File: config.mk
export PLATFORM = sky130hd
export DESIGN_NAME = mem_split
export DESIGN_NICKNAME = d
export VERILOG_FILES = /design/src/rtl/mem_split.sv
export SDC_FILE = /design/constraint.sdc
export NUM_CORES = 1
export LEC_CHECK = 0
export CORE_AREA = 2 2 158 160
export CTS_CLUSTER_DIAMETER = 200
export DETAILED_ROUTE_END_ITERATION = 16
export DIE_AREA = 0 0 160 162
export DONT_BUFFER_PORTS = 1
export GPL_TIMING_DRIVEN = 0
export MAX_ROUTING_LAYER = met4
export PLACE_DENSITY_LB_ADDON = 0.05
export SLEW_MARGIN = 15
export SYNTH_ARGS = -nofsm -noshare
export SYNTH_HDL_FRONTEND = slang
export SYNTH_SLANG_ARGS = --single-unit
File: constraint.sdc
create_clock -name clk -period 2.8 [get_ports clk]
set_clock_uncertainty 0.15 [all_clocks]
set_input_delay 0.7 -clock clk [delete_from_list [all_inputs] [get_ports clk]]
set_output_delay 0.7 -clock clk [all_outputs]
set_load 0.02 [all_outputs]
File: src/rtl/mem_split.sv
// rtl/mem_split.sv - one-master to three-slave address-decoding memory splitter
//
// Purpose: decodes each upstream request by address, forwards it to exactly
// one downstream port (0 = lowest-numbered match wins) and returns that port's
// completion. Unmapped addresses and slaves that stay busy for TIMEOUT cycles
// complete with a one-cycle error response carrying ERR_DATA.
//
// Ports:
//   clk, rst                      clock, asynchronous active-low reset
//   mem_valid/ready/addr/rdata/
//   mem_wdata/wstrb/err           upstream master side (wstrb == 0 is a read)
//   memK_valid/ready/addr/rdata/
//   memK_wdata/wstrb  (K=0,1,2)   downstream slave sides; addr/wdata are
//                                 broadcast, wstrb only to the selected port
module mem_split #(
    parameter logic [31:0] BASE0    = 32'h0000_0000,
    parameter logic [31:0] MASK0    = 32'hFFFF_0000,
    parameter logic [31:0] BASE1    = 32'h0001_0000,
    parameter logic [31:0] MASK1    = 32'hFFFF_0000,
    parameter logic [31:0] BASE2    = 32'h8000_0000,
    parameter logic [31:0] MASK2    = 32'hF000_0000,
    parameter logic [31:0] ERR_DATA = 32'hDEAD_BEEF,
    parameter int          TIMEOUT  = 256
) (
    input  logic        clk,
    input  logic        rst,
    input  logic        mem_valid,
    output logic        mem_ready,
    input  logic [31:0] mem_addr,
    output logic [31:0] mem_rdata,
    input  logic [31:0] mem_wdata,
    input  logic [3:0]  mem_wstrb,
    output logic        mem_err,
    output logic        mem0_valid,
    input  logic        mem0_ready,
    output logic [31:0] mem0_addr,
    input  logic [31:0] mem0_rdata,
    output logic [31:0] mem0_wdata,
    output logic [3:0]  mem0_wstrb,
    output logic        mem1_valid,
    input  logic        mem1_ready,
    output logic [31:0] mem1_addr,
    input  logic [31:0] mem1_rdata,
    output logic [31:0] mem1_wdata,
    output logic [3:0]  mem1_wstrb,
    output logic        mem2_valid,
    input  logic        mem2_ready,
    output logic [31:0] mem2_addr,
    input  logic [31:0] mem2_rdata,
    output logic [31:0] mem2_wdata,
    output logic [3:0]  mem2_wstrb
);

    typedef enum logic [1:0] {
        IDLE = 2'd0,
        BUSY = 2'd1,
        ERR  = 2'd2
    } state_t;

    // Last BUSY cycle index before the forced error; unused when TIMEOUT == 0.
    localparam logic [15:0] TIMEOUT_LAST = 16'(TIMEOUT - 1);

    state_t      state;
    logic [1:0]  sel;
    logic [15:0] cnt;

    logic        hit0, hit1, hit2, hit_any;
    logic [1:0]  hit_sel;
    logic        sel_ready;
    logic [31:0] sel_rdata;
    logic [2:0]  port_valid;

    assign hit0    = (mem_addr & MASK0) == BASE0;
    assign hit1    = (mem_addr & MASK1) == BASE1;
    assign hit2    = (mem_addr & MASK2) == BASE2;
    assign hit_any = hit0 | hit1 | hit2;
    assign hit_sel = hit0 ? 2'd0 : (hit1 ? 2'd1 : 2'd2);

    always_comb begin
        sel_ready = 1'b0;
        sel_rdata = 32'h0;
        case (sel)
            2'd0: begin sel_ready = mem0_ready; sel_rdata = mem0_rdata; end
            2'd1: begin sel_ready = mem1_ready; sel_rdata = mem1_rdata; end
            2'd2: begin sel_ready = mem2_ready; sel_rdata = mem2_rdata; end
            default: begin sel_ready = 1'b0; sel_rdata = 32'h0; end
        endcase
    end

    always_ff @(posedge clk or negedge rst) begin
        if (!rst) begin
            state <= IDLE;
            sel   <= 2'd0;
            cnt   <= 16'd0;
        end else begin
            case (state)
                IDLE: begin
                    if (mem_valid) begin
                        if (hit_any) begin
                            state <= BUSY;
                            sel   <= hit_sel;
                            cnt   <= 16'd0;
                        end else begin
                            state <= ERR;
                        end
                    end
                end
                BUSY: begin
                    // A ready on the final counted cycle beats the timeout.
                    if (sel_ready) begin
                        state <= IDLE;
                    end else if (TIMEOUT != 0 && cnt == TIMEOUT_LAST) begin
                        state <= ERR;
                    end else begin
                        cnt <= cnt + 16'd1;
                    end
                end
                ERR:     state <= IDLE;
                default: state <= IDLE;
            endcase
        end
    end

    always_comb begin
        mem_ready  = 1'b0;
        mem_err    = 1'b0;
        mem_rdata  = 32'h0;
        port_valid = 3'b000;
        case (state)
            BUSY: begin
                mem_ready = sel_ready;
                mem_rdata = sel_rdata;
                case (sel)
                    2'd0:    port_valid = 3'b001;
                    2'd1:    port_valid = 3'b010;
                    2'd2:    port_valid = 3'b100;
                    default: port_valid = 3'b000;
                endcase
            end
            ERR: begin
                mem_ready = 1'b1;
                mem_err   = 1'b1;
                mem_rdata = ERR_DATA;
            end
            default: ;
        endcase
    end

    assign mem0_valid = port_valid[0];
    assign mem1_valid = port_valid[1];
    assign mem2_valid = port_valid[2];

    assign mem0_addr  = mem_addr;
    assign mem1_addr  = mem_addr;
    assign mem2_addr  = mem_addr;
    assign mem0_wdata = mem_wdata;
    assign mem1_wdata = mem_wdata;
    assign mem2_wdata = mem_wdata;

    assign mem0_wstrb = port_valid[0] ? mem_wstrb : 4'b0000;
    assign mem1_wstrb = port_valid[1] ? mem_wstrb : 4'b0000;
    assign mem2_wstrb = port_valid[2] ? mem_wstrb : 4'b0000;

endmodule

==> COMMIT_EDITMSG, run 1 <==
Refresh implementation metrics

* Fraction of registers with async set/reset: 100%
- Chip area from the yosys synthesis statistics: roughly 3700 µm²
* Final Hold Violation Tally: 0
- Post-route period utilization is reported as 97.6%.
* Cell at the root of the clock tree: sky130_fd_sc_hd__clkbuf_16
- RR Endpoint: cnt[9]
- Crit path depth: 5
* Total clock buffers created by CTS: 3
* Top routing layer in use: met4
- When the netlist entered floorplanning its net count stood at around 700.
- Worst stage delay on the critical path: 410 ps
- Global routing put the most usage on met2.
* Class of the tightest hold or removal check: in -> async
- The pin closest to its max-slew limit shows a slew of ~600 ps.
* Number of antenna diodes: 0
* Met1 Usage GRT: 13.6%
- Share of total power in sequential cells: roughly an eighth
- Maximum frequency from static timing analysis: around 370 MHz
- Cell depth of the worst flop-to-flop path: 8
- Tightest slew margin relative to the limit: 59.9%
* Distinct lib cells used: 38
* Cell type with the largest total area: sky130_fd_sc_hd__buf_4
- Among cell families on the critical path, the largest total delay comes from flip-flops.
* WP data arrival: 1880 ps
- The power report shows net switching accounting for 56.7% of the total.
- Of the post-synthesis cell area, the dominant cell type holds between 30% and 40%.
- Static leakage: about 1.9 nW
* Number of buffers inserted by hold repair at cts: 1
- The worst setup path is launched from a flop.
* Chip area: between 20000 and 30000 µm²
- Prevailing post-synth register cell: sky130_fd_sc_hd__dfrtp_1
* Gpl congestion: about 0.71
- The run finished with clean final reports.
* Cell count listed in synth_stat.txt: between 500 and 600
- Pin count of the biggest net entering global routing: 21
- Power per unit of standard cell area: 557 nW/µm²
- Final setup violation count: 0
* Number of antenna violations at the first check in global routing: 0
- Sorting the synthesis cell report by count puts at the top sky130_fd_sc_hd__buf_4.
- Initial core utilization: ~15%
* Met3 wire length: 1.08 mm
- RSZ-0062 raised after global routing: yes
- Number of global-route vias before repair: about 3300
* Wirelength per Cell: between 15 and 20 µm
- Critical Path Fanout Max: 10
- The cell area that synthesis handed to floorplanning was about 3700 µm².
- Number of post-CTS setup repair buffers: 0
- Leaving out filler cells and counting taps, the final layout contains about 840.
- The pre-CTS setup check shows a worst slack of -1140 ps.
- Number of maximum-capacitance violations: 0
- The placement report lists the number of port buffers as 0.
* Mean instance size in the synthesized netlist: about 7.3 µm²
- Total chip power: between 0.002 and 0.003 W
- Count of flip-flops with a built-in enable after synthesis: 0
- CTS built an H-tree with a depth of 1.
- Overall routing resource usage recorded by global route was 11.3%.
- Total length of routed met2 wires: 8.45 mm
- Cells taking the most area after synthesis: sky130_fd_sc_hd__buf_4 (39%), sky130_fd_sc_hd__dfrtp_1 (13%), sky130_fd_sc_hd__mux2i_1 (8.9%), sky130_fd_sc_hd__o21ai_0 (5.9%), sky130_fd_sc_hd__a21oi_1 (4.3%)
- The flow measured a signed area growth from synthesis to layout of 26.4%.
- Synthesis produced a netlist whose cell count is about 510.
* Total internal power: between 0.001 and 0.0015 W
- The routed wirelength on the met1 layer is recorded as between 6 and 7 mm.
* Minimum period implied by the final worst setup slack: about 2700 ps
- Per the detail_route report, the via count comes to ~3500.
- Number of iterations in the first detailed-routing pass: 4
- Via-per-instance ratio: a little over 4
- Post-CTS clock slew at the launch and capture registers of the worst setup and hold paths: around 70 ps
- TritonCTS clock tree: built
- Counting the warning lines in the Yosys log gives 0.
- Detailed Route WL: between 15 and 20 mm
## run 1: logic make-up after synthesis
logic type	synth area share, %
buffers and inverters	42.1
AND/OR/NAND/NOR	16.9
AND-OR/OR-AND	17.3
multiplexers	8.90
flip-flops	13.5
adder cells (fa/ha/maj)	1.35
## run 1: flip-flops by register name, summed over array words and instances (netlist names)
name	cells
sel	2
cnt	16
state	2
## run 1: layout make-up
cell class,instances,area [µm²]
clock buffers,4,88.8
well taps,324,405
multi-input cells,270,2040
plain buffers,215,1610
inverters,4,20.0
flip-flops and latches,20,502
repair buffers,2,27.5
fillers,2746,19400
## run 1: how the worst max path moves through the flow
stage / from / end
detailed placement: sel[0] / mem1_wstrb[1]
finish: state[0] / mem_rdata[23]
CTS: state[0] / mem_rdata[10]
global placement: sel[0] / mem1_wstrb[2]
floorplan: sel[0] / mem1_wstrb[0]
global route: state[0] / mem_rdata[23]
## run 1: cell usage in the layout, fill, tap and decap left out, types with 2 or more instances in the layout
| cell type | n |
|---|---|
| sky130_fd_sc_hd__buf_4 | 198 |
| sky130_fd_sc_hd__mux2i_1 | 33 |
| sky130_fd_sc_hd__nor2_1 | 33 |
| sky130_fd_sc_hd__a21oi_1 | 32 |
| sky130_fd_sc_hd__o21ai_4 | 22 |
| sky130_fd_sc_hd__o21ai_0 | 19 |
| sky130_fd_sc_hd__dfrtp_1 | 19 |
| sky130_fd_sc_hd__nand3_1 | 17 |
| sky130_fd_sc_hd__nand2_1 | 14 |
| sky130_fd_sc_hd__o211ai_1 | 11 |
| sky130_fd_sc_hd__nor2_4 | 9 |
| sky130_fd_sc_hd__or4_1 | 8 |
| sky130_fd_sc_hd__o31ai_1 | 8 |
| sky130_fd_sc_hd__and2_2 | 6 |
| sky130_fd_sc_hd__or3_1 | 6 |
| sky130_fd_sc_hd__buf_6 | 5 |
| sky130_fd_sc_hd__and2_1 | 5 |
| sky130_fd_sc_hd__nor2b_1 | 4 |
| sky130_fd_sc_hd__clkbuf_2 | 4 |
| sky130_fd_sc_hd__a31oi_1 | 4 |
| sky130_fd_sc_hd__buf_2 | 3 |
| sky130_fd_sc_hd__and2_4 | 3 |
| sky130_fd_sc_hd__nor3_1 | 3 |
| sky130_fd_sc_hd__and3_1 | 3 |
| sky130_fd_sc_hd__clkbuf_1 | 3 |
| sky130_fd_sc_hd__nand2b_1 | 3 |
| sky130_fd_sc_hd__clkbuf_16 | 3 |
| sky130_fd_sc_hd__clkbuf_4 | 2 |
| sky130_fd_sc_hd__clkbuf_8 | 2 |
| sky130_fd_sc_hd__inv_1 | 2 |
| sky130_fd_sc_hd__o21a_1 | 2 |
| sky130_fd_sc_hd__o21ai_1 | 2 |
| sky130_fd_sc_hd__nand4_1 | 2 |
| sky130_fd_sc_hd__a21oi_4 | 2 |
| sky130_fd_sc_hd__ha_1 | 2 |
## run 1: power by group through the flow
stage,registers (W),logic [W],clock network [W]
after detailed placement,0.000326,0.00158,0
after CTS,0.000321,0.00191,0.000356
final,0.000322,0.00194,0.000348
after global placement,0.000325,0.00159,0
after global routing,0.000326,0.00207,0.000364
after floorplan,0.000322,0.00122,0
Figure 1. PDN straps and rails (run 1).
Drawn at 2 px/µm. Pins as bars on the die edge.
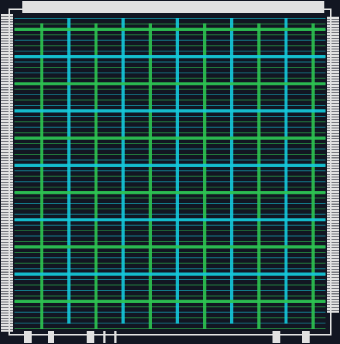
colour	net
cyan	VDD
green	VSS
met5 straps	11
met4 straps	11
Die Y: 162 µm
Horiz. Die Dim: 160 µm
CORE AREA: 24100 µm²
Worst IR Drop VDD: 217 µV

Figure 2. Cells coloured by class (run 1).
Drawn at 1.5 px/µm. Fill, decap, tap and diode cells in grey.
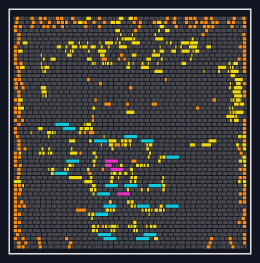
colour	class	cells
cyan	flip-flops	20
orange	other buffers and delay cells	217
magenta	clock drivers and dummy loads	4
yellow	all other logic	274
sequential portion of the cell area: 10.7%
final instance area: 4690 µm²
Std-Cell Rows: 57
end-of-flow core utilization: 19.5%

Figure 3. Clock wires, drivers and flops (run 1).
Drawn at 4 px/µm.
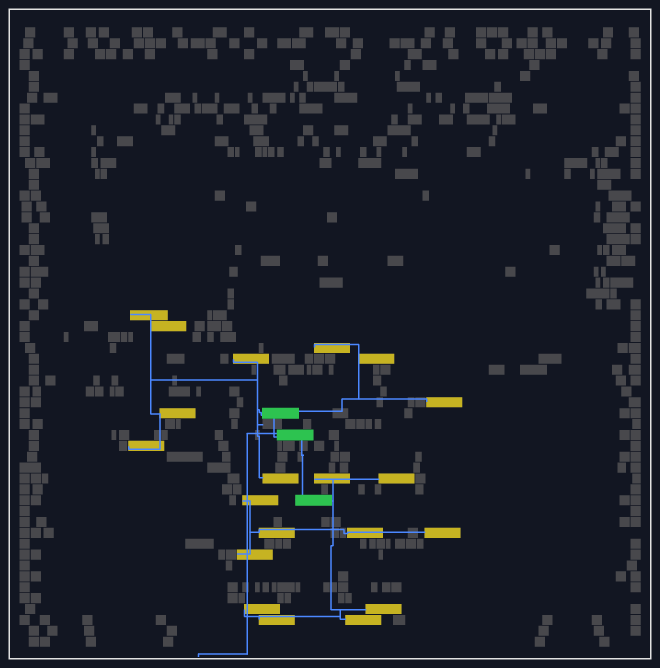
[green] cells driving clock nets | count: 3
[blue] clock wires | length: 447 µm
[yellow] flip-flops | count: 20
routed clock nets	4

Figure 4. Cell placement (run 1).
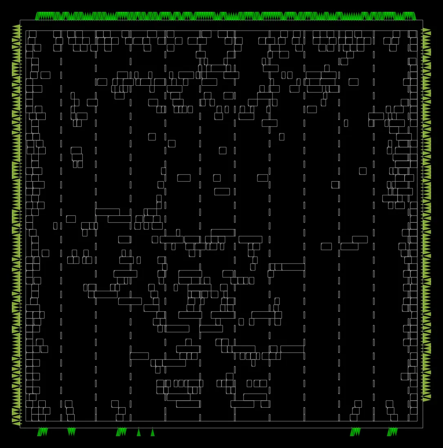

--- run 2 (diff from run 1) ---
CORE_AREA = 2 2 159 161   (was 2 2 158 160)
DIE_AREA = 0 0 161 163   (was 0 0 160 162)
Figure 5. Cell placement (run 2).
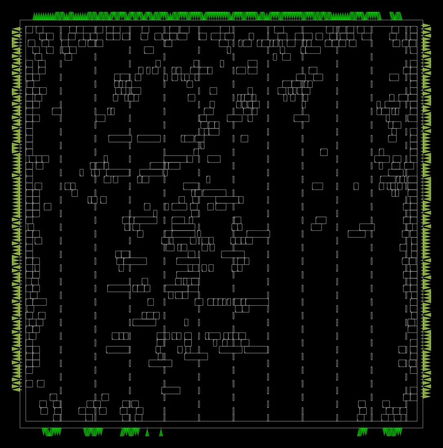
Std-Cell Rows: 58
total of fill cells in the finished design: 2795

Figure 6. PDN straps and rails (run 2).
Drawn at 2 px/µm. Pins as bars on the die edge.
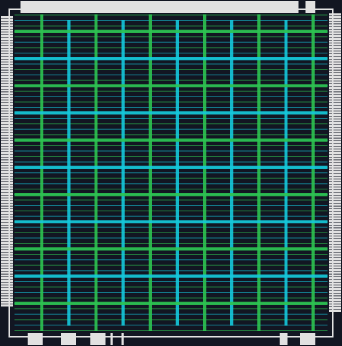
colour	net
cyan	VDD
green	VSS
met5 straps	11
signal pins	411
met1 rails	59
Horiz. Die Dim: 161 µm
Die Y: 163 µm
CORE AREA: 24700 µm²
Worst IR Drop VDD: 192 µV

Figure 7. Clock wires, drivers and flops (run 2).
Drawn at 4 px/µm.
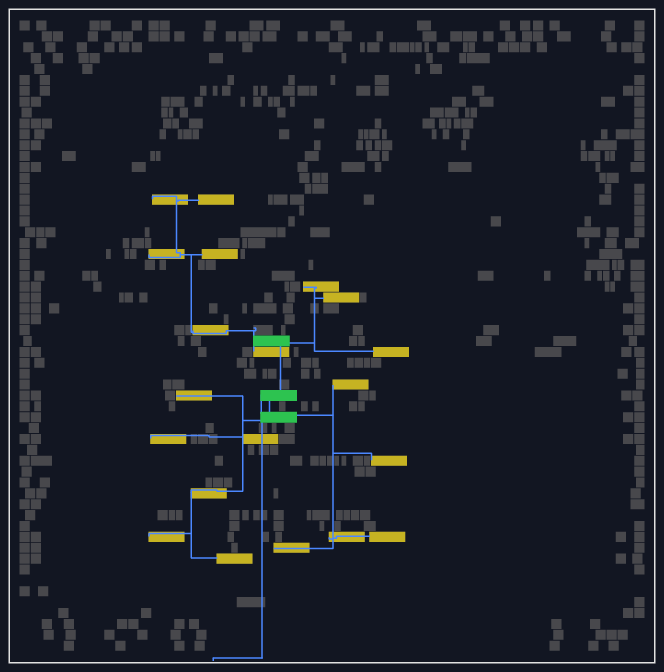
part of the power in the clock network: 14.4%
reported clock group power: 0.000347 W

==> run 2 against run 1 <==
Register-to-register slack improved by 20 ps. Critical path type unchanged. Worst setup slack improved by 14 ps. Final cell count increased by 0.72%. Total power decreased by 7.5%.
==> COMMIT_EDITMSG, run 2 <==
Refresh implementation metrics

- The most used standard cell by instance count after synthesis is sky130_fd_sc_hd__buf_4 (unchanged).
- The vias per cell was 4.08 (was 4.14).
* OpenROAD warning count: 31 (unchanged)
- The number of buffers on the longest clock path is 2 (unchanged).
- Commonest cells in the synthesized netlist: sky130_fd_sc_hd__buf_4 (192), sky130_fd_sc_hd__o21ai_0 (44), sky130_fd_sc_hd__nor2_1 (42) (unchanged).
- The number of max-cap violations came to 0 (unchanged).
* Type of the setup path with the least slack: reg -> out (unchanged)
* Post-CTS clock slew at the launch and capture registers of the worst setup and hold paths: 70 ps (about the same)
* Via count: 3444 (was 3472)
- The cell area after placement came to 4130 µm² (was 4120 µm²).
- Final setup violation count: 0 (unchanged)
- Number of cells in the finished layout apart from fillers: 845 (was 839)
* Pin count of the biggest net entering global routing: 21 (unchanged)
- The layout overhead on the synthesized area was 21.9% (was 26.4%).
- The number of antenna violations at the first check in global routing was 1 (was 0).
- The worst hold path class is in -> async (unchanged).
* RR Endpoint: cnt[12] (was cnt[9])
- Regs by FF count: cnt: 16 flops, sel: 2 flops, state: 2 flops (unchanged)
* Number of synthesized register bits: 20 (unchanged)
- The leakage power is 1.87 nW (was 1.90 nW).
* Initial core utilization: 15.0% (was 15.4%)
* Worst reg2reg startpoint: cnt[0] (unchanged)
- The warning count from the yosys run was 0 (unchanged).
* Final Cycle Share: 97.1% (was 97.6%)
* Cell depth of the worst flop-to-flop path: 8 (unchanged)
- The dominant cell type by area after synthesis is sky130_fd_sc_hd__buf_4 (unchanged).
- The biggest combinational cell group after synthesis was buffers and inverters (unchanged).
- Insertion delay of the later-clocked pin in the worst-skew pair: 260 ps (about the same)
* Critical path, cell by cell: inv_1 -> ha_1 -> nand3_2 -> clkbuf_4 -> o21ai_2 (was inv_1 -> ha_1 -> nand3_2 -> buf_4 -> o21ai_4)
* Detail Route Antenna Nets: 0 (unchanged)
- Number of nets in the layout: 689 (was 690)
* Number of global-route vias before repair: 3230 (was 3327)
* Crit start category: flop (unchanged)
- Num ports: 411 (unchanged)
* Required time of the worst setup path: 1950 ps (about the same)
* Total chip power: 0.00242 W (was 0.00261 W)
* Post-detailed-placement half-perimeter wirelength: 12.5 mm (was 13.5 mm)
- Total count of max-transition violations in the final report: 0 (unchanged)
- Final instance area: 4520 µm² (was 4690 µm²)
* Count of input and output buffers: 0 (unchanged)
- Minimum period implied by the final worst setup slack: 2720 ps (was 2730 ps)
- The portion of the post-synthesis area used by sequential elements came to 13.5% (unchanged).
- Chip area from the yosys synthesis statistics: 3710 µm² (unchanged)
- Wire length of the first global-routing pass: 19.8 mm (was 21.5 mm)
* Setup slack at placement: -1040 ps (was -1140 ps)
- The weighted congestion at the end of routability-driven global placement was 0.736 (was 0.710).
* Cells taking the most area after synthesis: sky130_fd_sc_hd__buf_4 (39%), sky130_fd_sc_hd__dfrtp_1 (13%), sky130_fd_sc_hd__mux2i_1 (8.9%), sky130_fd_sc_hd__o21ai_0 (5.9%), sky130_fd_sc_hd__a21oi_1 (4.3%) (unchanged)
* Critical Path Fanout Max: 10 (unchanged)
- Worst hold margin: 90.5 ps (was 98.7 ps)
* Final global-route overflow total: 0 (unchanged)
- Number of flip-flops under the largest register name: 16 (unchanged)
* Sinks on the clock net: 20 (unchanged)
- The net count of the mapped netlist came to 684 (unchanged).
- Fraction of registers with async set/reset: 100% (unchanged)
* Share of layout cells above drive strength 1: 51.6% (was 53.0%)
* Xor and xnor area share after synthesis: 0% (unchanged)
- Synthesized netlist cell count: 510 (unchanged)
- The average detailed-routed wire length per instance is 17.5 µm (was 19.1 µm).
- Worst stage delay on the critical path: 420 ps (was 410 ps)
- The total clock buffers created by CTS is 3 (unchanged).
* Share of synthesized cell area in full adder, half adder and majority cells: 1.35% (unchanged)
* Crit path setup slack, layout: 82.3 ps (was 68.4 ps)
- Starting DRC count in detailed routing: 131 (was 114)
* Synthesized-area fraction occupied by and/or/nand/nor cells: 16.9% (unchanged)
- The total instance count after detailed placement came to 840 (was 834).
- The die footprint was 26200 µm² (was 25900 µm²).
- The final hold violation count came to 0 (unchanged).
- The number of levels the H-tree was split into came to 1 (unchanged).
* Power per unit of standard cell area: 534 nW/µm² (was 557 nW/µm²)
- Area fraction in mux cells: 8.90% (unchanged)
* TritonCTS clock tree: built (unchanged)
- GRT Util Overall: 10.1% (was 11.3%)
- The register-to-register path setup slack was 230 ps (was 210 ps).
* RSZ-0062 raised after global routing: yes (unchanged)
* Number of iterations in the first detailed-routing pass: 4 (unchanged)
- The worst-case headroom to the max-slew limit came to 58.9% (was 59.9%).
- Cell at the root of the clock tree: sky130_fd_sc_hd__clkbuf_16 (unchanged)
* WP data arrival: 1870 ps (was 1880 ps)
* Cell count listed in synth_stat.txt: 510 (unchanged)
- Least-Margin Pin Slew: 610 ps (was 602 ps)
- Count of flip-flops with a built-in enable after synthesis: 0 (unchanged)
- Library cell contributing the largest single delay on the critical path: sky130_fd_sc_hd__dfrtp_1 (unchanged)
- The dominant logic cell type in the layout is sky130_fd_sc_hd__buf_4 (unchanged).
* Status: completed (unchanged)
- The wire length after detailed routing came to 14.8 mm (was 16.0 mm).
- The total DRC errors in the routed layout is 0 (unchanged).
* Prevailing post-synth register cell: sky130_fd_sc_hd__dfrtp_1 (unchanged)
- The average cell area after synthesis was 7.28 µm² (unchanged).
- Most common logic cells in the final layout: sky130_fd_sc_hd__buf_4 (196), sky130_fd_sc_hd__mux2i_1 (33), sky130_fd_sc_hd__nor2_1 (33) (was sky130_fd_sc_hd__buf_4 (198), sky130_fd_sc_hd__mux2i_1 (33), sky130_fd_sc_hd__nor2_1 (33))
- The register with the most flip-flops is cnt (unchanged).
- Distinct lib cells used: 38 (unchanged)
- Top cell type's share of synthesized area: 38.8% (unchanged)
* Mapped cell area: 3710 µm² (unchanged)
- The fmax is 368 MHz (was 366 MHz).
- The element type at the critical path end is an output port (unchanged).
* Synthesized-area fraction occupied by ao, oa, aoi and oai cells: 17.3% (unchanged)
run 2: cell counts after synthesis:
Identical to the previous run, type by type.
run 2: worst max-delay path: cells and delay by family (launching register included):
family                   cells  cell delay (ps)
flip-flops                   1              420
adder cells (fa/ha/maj)      1              340
AND/OR/NAND/NOR              1              170
buffers and inverters        2              360
AND-OR/OR-AND                1              320
run 2: what timing repair did:
item,4_1_cts,5_1_grt
setup buffers,0,0
endpoints found under the hold margin,20,0
pin swaps,1,2
endpoints found under the setup margin,56,41
resized,94,27
hold buffers,1,0
run 2: how the worst max path moves through the flow:
stage | start | to | slack (ps) | cells after the start
finish | state[0] | mem_rdata[13] | 80 | 5
global route | state[0] | mem_rdata[13] | -40 | 5
CTS | state[0] | mem_rdata[5] | -100 | 4
detailed placement | sel[0] | mem1_wstrb[0] | -1040 | 5
global placement | sel[0] | mem1_wstrb[3] | -990 | 5
floorplan | sel[0] | mem1_wstrb[0] | -10 | 5
run 2: cell type report:
cell class	count	area [µm²]	area share [%]
flip-flops and latches	20	500	11.1
multi-input cells	270	1870	41.4
inverters	4	20.0	0.442
plain buffers	215	1610	35.5
repair buffers	1	20.0	0.442
clock buffers	4	88.8	1.96
diodes	1	2.50	0.0553
well taps	330	413	9.13
run 2: logic make-up after synthesis:
| group | after synthesis |
|---|---|
| buf+inv | 220 |
| simple gates | 125 |
| compound gates | 108 |
| mux | 33 |
| flops | 20 |
| fa+ha+maj | 4 |
run 2: routing by layer:
layer | up-vias | part of all wire, % | GRT usage, %
met3 | 12 | 7.3 | 1.25
met2 | 252 | 54 | 18.9
li1 | 1570 | - | -
met5 | - | 0 | -
met1 | 1610 | 37 | 11.5
met4 | 0 | 1.3 | 2.07
run 2: power by group:
| part | switching [W] | leakage [nW] | internal (W) | total (W) |
|---|---|---|---|---|
| clock network | 0.000129 | 0.0442 | 0.000219 | 0.000347 |
| logic | 0.00121 | 1.55 | 0.000539 | 0.00175 |
| registers | 0.0000161 | 0.275 | 0.000305 | 0.000321 |
| total | 0.00135 | 1.87 | 0.00106 | 0.00242 |
run 2: through the flow:
step | TNS (ps) | utilization (%)
6_report | 0 | 18.3
3_5_place_dp | -30700 | 16.7
4_1_cts | -1640 | 18.1
3_3_place_gp | -28720 | 16.7
2_1_floorplan | -41.4 | -
5_1_grt | -50.8 | 18.3
Figure 8. Wiring by layer (run 2).
Drawn at 2 px/µm. Only two layers are drawn.
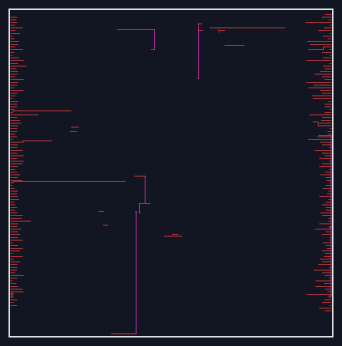

--- run 3 (diff from run 2) ---
CORE_AREA = 2 2 160 162   (was 2 2 159 161)
DIE_AREA = 0 0 162 164   (was 0 0 161 163)
DONT_BUFFER_PORTS = not set   (was 1)
SETUP_SLACK_MARGIN = 0.2   (was not set)
Figure 9. Wiring by layer (run 3).
Drawn at 2 px/µm. Only two layers are drawn.
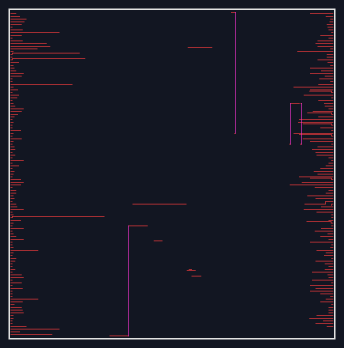
colour	layer	wire length
red	met3	1450 µm
magenta	met4	156 µm

Figure 10. Cell placement (run 3).
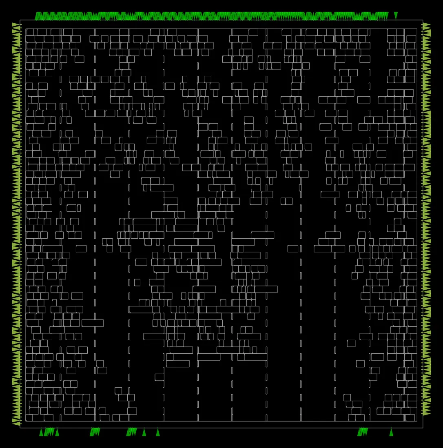
total of fill cells in the finished design: 2723
Tapcell Cnt: 330
sequential portion of the cell area: 6.16%

==> run 3 against run 2 <==
Critical path depth grew 4. Synthesized cell count did not move. Register-to-register slack gained 100 ps. Combinational power increased by 38%. Highest routed layer unchanged.
==> COMMIT_EDITMSG, run 3 <==
Refresh implementation metrics

- Post-detailed-placement half-perimeter wirelength: 17.1 mm (was 12.5 mm)
- Worst stage delay on the critical path: 380 ps (was 420 ps)
* Library cell contributing the largest single delay on the critical path: sky130_fd_sc_hd__dfrtp_1 (unchanged)
* Number of flip-flops under the largest register name: 16 (unchanged)
- The total DRC errors in the routed layout came to 0 (unchanged).
- The worst vdd rail ir drop came to 167 µV (was 192 µV).
- The number of rows in the core area is 58 (unchanged).
* Regs by FF count: cnt: 16 flops, sel: 2 flops, state: 2 flops (unchanged)
* Sinks on the clock net: 20 (unchanged)
- Die Y: 164 µm (was 163 µm)
* Number of synthesized register bits: 20 (unchanged)
- The final setup TNS came to 0 ps (unchanged).
- The fraction of post-synthesis cell area in the top cell type by area was 38.8% (unchanged).
* Dpl cells: 1202 (was 840)
- Crit start category: flop (unchanged)
- The number of DRC markers after the initial detailed-route iteration came to 123 (was 131).
- Insertion delay of the later-clocked pin in the worst-skew pair: 250 ps (was 260 ps)
- Per STA, the library cell used most along the worst path is sky130_fd_sc_hd__buf_6.
- The area of the core is 24800 µm² (was 24700 µm²).
* Leading cell type by number of instances after synthesis: sky130_fd_sc_hd__buf_4 (unchanged)
- Class of the tightest hold or removal check: reg -> reg (was in -> async)
- The first-pass GRT wire length is 27.8 mm (was 19.8 mm).
- The count of port buffers added during placement is 362 (was 0).
- The vias per cell is 3.89 (was 4.08).
* Setup crit end kind: output port (unchanged)
- The fmax is 385 MHz (was 368 MHz).
- Most common logic cells in the final layout: sky130_fd_sc_hd__clkdlybuf4s50_1 (239), sky130_fd_sc_hd__buf_4 (232), sky130_fd_sc_hd__nor2_1 (41) (was sky130_fd_sc_hd__buf_4 (196), sky130_fd_sc_hd__mux2i_1 (33), sky130_fd_sc_hd__nor2_1 (33)).
- Critical path, cell by cell: inv_2 -> ha_4 -> buf_8 -> clkinv_8 -> buf_6 -> nor3_4 -> buf_4 -> and2_4 -> buf_6 (was inv_1 -> ha_1 -> nand3_2 -> clkbuf_4 -> o21ai_2)
* Num ports: 411 (unchanged)
- The arrival time reported for the critical path endpoint came to 1750 ps (was 1870 ps).
* Detailed Route WL: 19.7 mm (was 14.8 mm)
* Fraction of registers with async set/reset: 100% (unchanged)
* Least-Margin Pin Slew: 953 ps (was 610 ps)
- Final Hold Violation Tally: 0 (unchanged)
* Count of yosys warnings during synthesis: 0 (unchanged)
- Commonest cells in the synthesized netlist: sky130_fd_sc_hd__buf_4 (192), sky130_fd_sc_hd__o21ai_0 (44), sky130_fd_sc_hd__nor2_1 (42) (unchanged)
- The worst-case headroom to the max-slew limit was 36.3% (was 58.9%).
- The hold slack was 358 ps (was 90.5 ps).
* Instance area after placement: 7750 µm² (was 4130 µm²)
- Final instance area: 8120 µm² (was 4520 µm²)
- The overall die width came to 162 µm (was 161 µm).
- Static leakage: 3.66 nW (was 1.87 nW)
- The weighted congestion at the end of routability-driven global placement came to 0.803 (was 0.736).
* Reg with most FFs: cnt (unchanged)
- OpenROAD warning count: 31 (unchanged)
* Register share after synthesis: 13.5% (unchanged)
* RSZ-0062 raised after global routing: yes (unchanged)
- Number of maximum-capacitance violations: 0 (unchanged)
- The final net count is 1064 (was 689).
- The total cell area reported by yosys after synthesis came to 3710 µm² (unchanged).
- Crit path setup slack, layout: 200 ps (was 82.3 ps)
- Distinct lib cells used: 38 (unchanged)
* Cell at the root of the clock tree: sky130_fd_sc_hd__clkbuf_16 (unchanged)
- Post-CTS clock slew at the launch and capture registers of the worst setup and hold paths: 60 ps (was 70 ps)
- Mean instance size in the synthesized netlist: 7.28 µm² (unchanged)
- GRT Util Overall: 13.9% (was 10.1%)
- Status: completed (unchanged).
* Area growth syn-to-layout: 119% (was 21.9%)
- Detail Route Antenna Nets: 0 (unchanged)
- The total clock buffers created by CTS was 3 (unchanged).
* Final Cycle Share: 92.9% (was 97.1%)
- Count of flip-flops with a built-in enable after synthesis: 0 (unchanged)
* Via count: 4748 (was 3444)
* Setup slack at placement: -1160 ps (was -1040 ps)
- Initial core utilization: 15.0% (about the same)
* Power per unit of standard cell area: 372 nW/µm² (was 534 nW/µm²)
* TritonCTS clock tree: built (unchanged)
- Wirelength per Cell: 16.1 µm (was 17.5 µm)
- The cell area after synthesis was 3710 µm² (unchanged).
- Chip area: 26600 µm² (was 26200 µm²)
- The yosys stat cell total came to 510 (unchanged).
* Total count of max-transition violations in the final report: 0 (unchanged)
- Type of the setup path with the least slack: reg -> out (unchanged)
- The main flop type is sky130_fd_sc_hd__dfrtp_1 (unchanged).
- The largest net degree at the start of global routing is 21 (unchanged).
* Synthesized netlist cell count: 510 (unchanged)
* Number of buffers inserted by hold repair at cts: 0 (was 1)
- Cells taking the most area after synthesis: sky130_fd_sc_hd__buf_4 (39%), sky130_fd_sc_hd__dfrtp_1 (13%), sky130_fd_sc_hd__mux2i_1 (8.9%), sky130_fd_sc_hd__o21ai_0 (5.9%), sky130_fd_sc_hd__a21oi_1 (4.3%) (unchanged).
- Highest-count logic cell in the final layout: sky130_fd_sc_hd__clkdlybuf4s50_1 (was sky130_fd_sc_hd__buf_4)
- The number of global-route vias before repair came to 4727 (was 3230).
- Buffer levels on the longest clock path: 2 (unchanged)
* Critical Path Fanout Max: 6 (was 10)
* Number of iterations in the first detailed-routing pass: 4 (unchanged)
- Required time of the worst setup path: 1950 ps (about the same)
- The number of levels the H-tree was split into was 1 (unchanged).
- The share of final-layout standard cells stronger than drive strength 1 is 35.6% (was 51.6%).
* Syn Nets: 684 (unchanged)
- Minimum period implied by the final worst setup slack: 2600 ps (was 2720 ps)
- The remaining global-route overflow is 0 (unchanged).
- Final setup violation count: 0 (unchanged)
* Number of cells in the finished layout apart from fillers: 1220 (was 845)
* Cell type with the largest total area: sky130_fd_sc_hd__buf_4 (unchanged)
- The number of antenna violations at the first check in global routing was 4 (was 1).
Figure 11. Clock wires, drivers and flops (run 3).
Drawn at 3 px/µm.
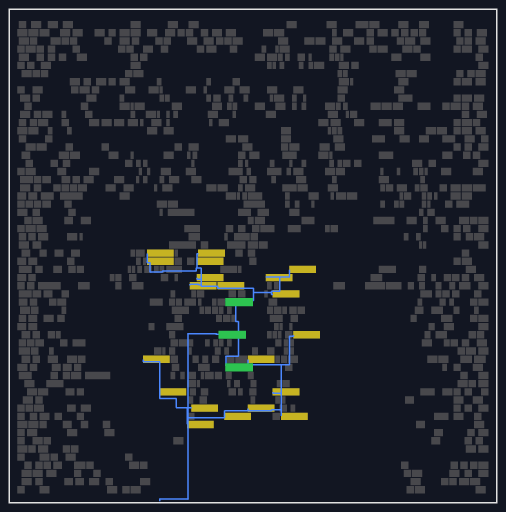
[green] cells driving clock nets | count: 3
[blue] clock wires | length: 315 µm
[yellow] flip-flops | count: 20
routed clock nets	4

[run 3: through the flow]
step / utilization [%] / total power (W)
after global placement: 31.2 / 0.00268
after detailed placement: 31.2 / 0.00267
after global routing: 32.7 / 0.00322
after floorplan: - / 0.00156
after CTS: 32.0 / 0.00293
final: 32.7 / 0.00302
[run 3: routing by layer]
metal | vias to the layer above | wire, µm | track usage [%]
met5 | - | 0 | -
met1 | 2168 | 7470 | 15.8
met3 | 8 | 1450 | 2.40
met4 | 0 | 156 | 2.01
li1 | 2314 | - | -
met2 | 258 | 10600 | 25.9
[run 3: final timing paths]
check	start	slack, ps	end	depth (start not counted)
worst max-delay path	state[1]	200	mem0_wstrb[3]	9
worst min-delay path	cnt[14]	360	cnt[14]	1
worst max register to register	cnt[12]	330	cnt[9]	7
worst min register to register	cnt[14]	360	cnt[14]	1
max in group asynchronous	rst	1080	sel[1]	1
min in group asynchronous	rst	830	cnt[15]	1
[run 3: layout make-up]
class | instances | area (µm²) | share of cell area, %
Clock buffer | 3 | 75.1 | 0.924
Inverter | 4 | 27.5 | 0.339
Multi-Input combinational cell | 270 | 1830 | 22.6
Tap cell | 330 | 413 | 5.08
Antenna cell | 2 | 5.00 | 0.0616
Buffer | 216 | 1700 | 21.0
Timing Repair Buffer | 375 | 3560 | 43.9
Sequential cell | 20 | 500 | 6.16
[run 3: power by group]
part	internal (W)	switching, W	total, W	leakage (nW)
combinational	0.00113	0.00127	0.00241	3.35
sequential	0.000306	0.0000163	0.000322	0.275
clock	0.000188	0.000103	0.000291	0.0370
[run 3: repair_timing]
action	in CTS	in global routing
setup endpoints to repair	114	85
gates cloned	0	0
pin swaps	6	17
resized	355	85
hold endpoints to repair	0	0
setup buffers	11	2
[run 3: worst max-delay path, delay by kind of cell (launching register included)]
family / cells / cell delay [ps]
and+or+nand+nor: 2 / 300
adders and majority gates: 1 / 150
buffers and inverters: 6 / 670
DFF: 1 / 380
[run 3: kinds of logic (layout without fill, tap and decap cells)]
logic type               Yosys count  count (layout)  share of synthesized area [%]
AND/OR/NAND/NOR                  125             125                           16.9
AND-OR/OR-AND                    108             108                           17.3
adder cells (fa/ha/maj)            4               4                           1.35
flip-flops                        20              20                           13.5
buffers and inverters            220             598                           42.1
other                              0               2                              0
multiplexers                      33              33                           8.90
No activity file was given, so power comes from the tool's default toggle rates.
